File: config.mk
export PLATFORM = sky130hd
export DESIGN_NAME = seq_shift_unit
export DESIGN_NICKNAME = d
export VERILOG_FILES = /design/src/rtl/seq_shift_unit.sv
export SDC_FILE = /design/constraint.sdc
export NUM_CORES = 1
export LEC_CHECK = 0
export CAP_MARGIN = 25
export CORE_MARGIN = 3
export CORE_UTILIZATION = 58
export CTS_BUF_LIST = sky130_fd_sc_hd__clkbuf_8
export DETAILED_ROUTE_END_ITERATION = 12
export MAX_ROUTING_LAYER = met4
export PLACE_DENSITY_LB_ADDON = 0.15
export SLEW_MARGIN = 20
export SYNTH_ARGS = -nofsm -noshare
export SYNTH_HDL_FRONTEND = slang
export SYNTH_SLANG_ARGS = --single-unit
File: constraint.sdc
create_clock -name clk -period 4.3 [get_ports clk]
set_input_delay 0.43 -clock clk [delete_from_list [all_inputs] [get_ports clk]]
set_output_delay 0.43 -clock clk [all_outputs]
set_load 0.01 [all_outputs]
File: src/rtl/seq_shift_unit.sv
// seq_shift_unit: multi-cycle shift/rotate unit for the integer ALU datapath.
// Supports LSL, LSR, ASR, RLC and RRC with a start/busy/done handshake and
// registered result, carry-out and sticky overflow.
// Build option: define SEQ_SHIFT_BARREL_EN to collapse all shift steps into a
// single SHIFT cycle; results are bit-identical to the iterative build.

module seq_shift_unit #(
  parameter int WIDTH = 16,
  parameter int AMT_W = 4
) (
  input  logic             clk,
  input  logic             reset,
  input  logic             start,
  input  logic [2:0]       op,
  input  logic [WIDTH-1:0] abus,
  input  logic [AMT_W-1:0] amount,
  input  logic             cin,
  output logic             busy,
  output logic             done,
  output logic [WIDTH-1:0] outbus,
  output logic             cout,
  output logic             overflow
);

  localparam logic [2:0] OP_LSL = 3'b001;
  localparam logic [2:0] OP_LSR = 3'b010;
  localparam logic [2:0] OP_ASR = 3'b011;
  localparam logic [2:0] OP_RLC = 3'b100;
  localparam logic [2:0] OP_RRC = 3'b101;

  typedef enum logic [1:0] {
    ST_IDLE  = 2'b00,
    ST_SHIFT = 2'b01,
    ST_DONE  = 2'b10
  } state_t;

  // One bit-step of the selected operation; returns {a, c, ovf}.
  function automatic logic [WIDTH+1:0] shift_step(
    input logic [2:0]       sop,
    input logic [WIDTH-1:0] a,
    input logic             c,
    input logic             ovf
  );
    logic [WIDTH-1:0] a_n;
    logic             c_n;
    logic             o_n;
    case (sop)
      OP_LSL: begin
        a_n = {a[WIDTH-2:0], 1'b0};
        c_n = a[WIDTH-1];
        o_n = ovf | (a[WIDTH-1] ^ a[WIDTH-2]);
      end
      OP_LSR: begin
        a_n = {1'b0, a[WIDTH-1:1]};
        c_n = a[0];
        o_n = ovf | a[WIDTH-1];
      end
      OP_ASR: begin
        a_n = {a[WIDTH-1], a[WIDTH-1:1]};
        c_n = a[0];
        o_n = ovf;
      end
      OP_RLC: begin
        a_n = {a[WIDTH-2:0], c};
        c_n = a[WIDTH-1];
        o_n = ovf | (a[WIDTH-1] ^ a[WIDTH-2]);
      end
      OP_RRC: begin
        a_n = {c, a[WIDTH-1:1]};
        c_n = a[0];
        o_n = ovf | (a[WIDTH-1] ^ c);
      end
      default: begin
        a_n = a;
        c_n = c;
        o_n = ovf;
      end
    endcase
    return {a_n, c_n, o_n};
  endfunction

  // True for the five operations that actually shift.
  function automatic logic op_is_shift(input logic [2:0] o);
    logic v;
    case (o)
      OP_LSL, OP_LSR, OP_ASR, OP_RLC, OP_RRC: v = 1'b1;
      default:                                v = 1'b0;
    endcase
    return v;
  endfunction

  // True for the rotates that start from the caller's carry-in.
  function automatic logic op_uses_cin(input logic [2:0] o);
    logic v;
    case (o)
      OP_RLC, OP_RRC: v = 1'b1;
      default:        v = 1'b0;
    endcase
    return v;
  endfunction

  state_t           state_q, state_d;
  logic [WIDTH-1:0] a_q, a_d;
  logic             c_q, c_d;
  logic             ovf_q, ovf_d;
  logic [2:0]       op_q, op_d;
  logic [AMT_W-1:0] count_q, count_d;
  logic             busy_q, busy_d;
  logic             done_q, done_d;
  logic [WIDTH-1:0] outbus_q, outbus_d;
  logic             cout_q, cout_d;
  logic             overflow_q, overflow_d;

  logic [WIDTH+1:0] acc_s;
  logic             last_step_s;

`ifdef SEQ_SHIFT_BARREL_EN
  localparam int MAX_AMT = (1 << AMT_W) - 1;

  // Apply all count_q steps in one cycle by chaining the single-step function.
  always_comb begin
    acc_s = {a_q, c_q, ovf_q};
    for (int i = 0; i < MAX_AMT; i++) begin
      acc_s = (i < int'(count_q)) ? shift_step(op_q, acc_s[WIDTH+1:2], acc_s[1], acc_s[0])
                                  : acc_s;
    end
  end

  assign last_step_s = 1'b1;
`else
  // Apply exactly one step per SHIFT cycle.
  always_comb begin
    acc_s = shift_step(op_q, a_q, c_q, ovf_q);
  end

  assign last_step_s = (count_q == AMT_W'(1));
`endif

  // Next-state and next-output computation for the IDLE/SHIFT/DONE sequencer.
  always_comb begin
    state_d    = state_q;
    a_d        = a_q;
    c_d        = c_q;
    ovf_d      = ovf_q;
    op_d       = op_q;
    count_d    = count_q;
    busy_d     = busy_q;
    done_d     = 1'b0;
    outbus_d   = outbus_q;
    cout_d     = cout_q;
    overflow_d = overflow_q;

    case (state_q)
      ST_IDLE: begin
        if (start) begin
          op_d    = op;
          count_d = amount;
          ovf_d   = 1'b0;
          busy_d  = 1'b1;
          if (op_is_shift(op)) begin
            a_d = abus;
            c_d = op_uses_cin(op) ? cin : 1'b0;
          end else begin
            a_d = {WIDTH{1'b0}};
            c_d = 1'b0;
          end
          if (op_is_shift(op) && (amount != {AMT_W{1'b0}})) begin
            state_d = ST_SHIFT;
          end else begin
            // No steps to take: publish the pass-through (or zero) result now.
            state_d    = ST_DONE;
            done_d     = 1'b1;
            outbus_d   = op_is_shift(op) ? abus : {WIDTH{1'b0}};
            cout_d     = 1'b0;
            overflow_d = 1'b0;
          end
        end else begin
          state_d = ST_IDLE;
          busy_d  = 1'b0;
        end
      end

      ST_SHIFT: begin
        a_d   = acc_s[WIDTH+1:2];
        c_d   = acc_s[1];
        ovf_d = acc_s[0];
        if (last_step_s) begin
          // Results are published on the edge that enters DONE.
          count_d    = {AMT_W{1'b0}};
          state_d    = ST_DONE;
          done_d     = 1'b1;
          outbus_d   = acc_s[WIDTH+1:2];
          cout_d     = acc_s[1];
          overflow_d = acc_s[0];
        end else begin
          count_d = count_q - AMT_W'(1);
          state_d = ST_SHIFT;
        end
      end

      ST_DONE: begin
        state_d = ST_IDLE;
        busy_d  = 1'b0;
      end

      default: begin
        state_d = ST_IDLE;
        busy_d  = 1'b0;
      end
    endcase
  end

  // State and output registers; reset aborts any operation in flight.
  always_ff @(posedge clk or posedge reset) begin
    if (reset) begin
      state_q    <= ST_IDLE;
      a_q        <= {WIDTH{1'b0}};
      c_q        <= 1'b0;
      ovf_q      <= 1'b0;
      op_q       <= 3'b000;
      count_q    <= {AMT_W{1'b0}};
      busy_q     <= 1'b0;
      done_q     <= 1'b0;
      outbus_q   <= {WIDTH{1'b0}};
      cout_q     <= 1'b0;
      overflow_q <= 1'b0;
    end else begin
      state_q    <= state_d;
      a_q        <= a_d;
      c_q        <= c_d;
      ovf_q      <= ovf_d;
      op_q       <= op_d;
      count_q    <= count_d;
      busy_q     <= busy_d;
      done_q     <= done_d;
      outbus_q   <= outbus_d;
      cout_q     <= cout_d;
      overflow_q <= overflow_d;
    end
  end

  assign busy     = busy_q;
  assign done     = done_q;
  assign outbus   = outbus_q;
  assign cout     = cout_q;
  assign overflow = overflow_q;

endmodule

Congestion heat map:
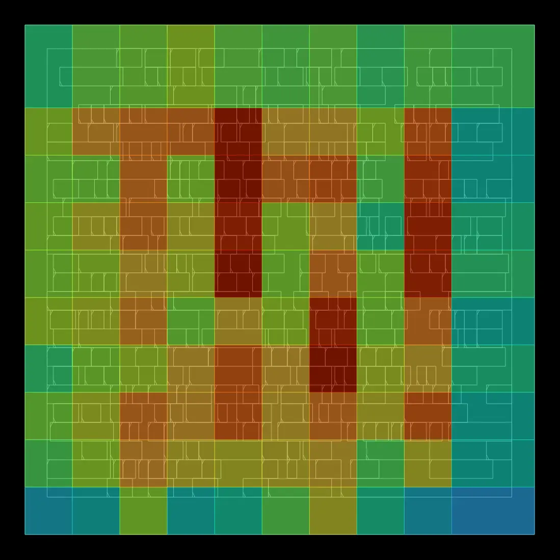
wire per inst: 17.4 µm
GR Util met1: 35.7%
GRT Max-Usage Layer: met2
M3 GR Usage: 4.19%
utilization after layout: 73.8%

Pin placement:
Pins as bars across the die edge, other pins in gray.
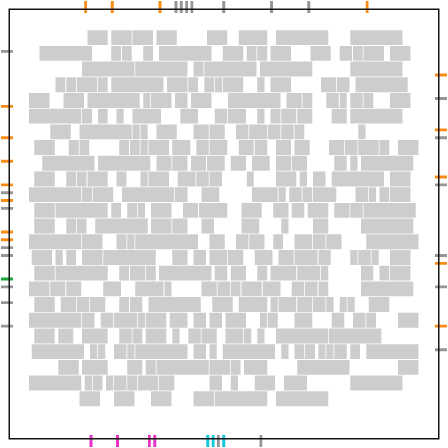
magenta -> `amount`  # pins 4, direction input, edge bottom
orange -> `outbus`  # pins 16, direction output, edge 7 left, 5 right, 4 top
green -> `reset`  # pins 1, direction input, edge left
cyan -> `op`  # pins 3, direction input, edge bottom

==> reports/summary.txt <==
clk slew on worst S/H paths -> 0.08 ns
Post-synth seq share -> 42.7%
Clk pwr share -> 11.3%
Synth logic family -> AND-OR/OR-AND gates
Worst Path Max Fanout -> 39
Synth flops -> 46
CTS tree -> built
Internal -> 1.55 mW
inverter count -> 9
final setup fails -> 0
Post-Syn Nets -> 322
status -> finished clean
die footprint -> 5500 µm²
dominant register cell -> dfrtp_1
clock skew -> 0.0141 ns
critical-path cell list -> inv_1 -> ha_1 -> a21oi_2 -> a222oi_1 -> a21oi_1
Non-Clock Buffer Area Fraction -> 16.0%
area reported by Yosys stat -> 2690 µm²
Layout clock area frac -> 3.27%
# fillers -> 342
R2R setup slack -> 1.58 ns
simple share -> 18.8%
gr usage total -> 25.9%
max-slew violations -> 0
register area -> 1150 µm²
slack of the critical path -> 1.58 ns
worst r2r src -> op_q[1]
Comb gates -> 211
Unique masters post-synth -> 52
global-route wire length before repair -> 10700 µm
Tot Pwr -> 2.76 mW
Top pwr grp -> combinational cells
seq pwr -> 0.925 mW
buffers added on ports -> 46
Critical R2R Capture -> outbus[9]
Overflow after GRT -> 0
yosys xor share -> 0.650%
Power is estimated from default activity; no workload was simulated.
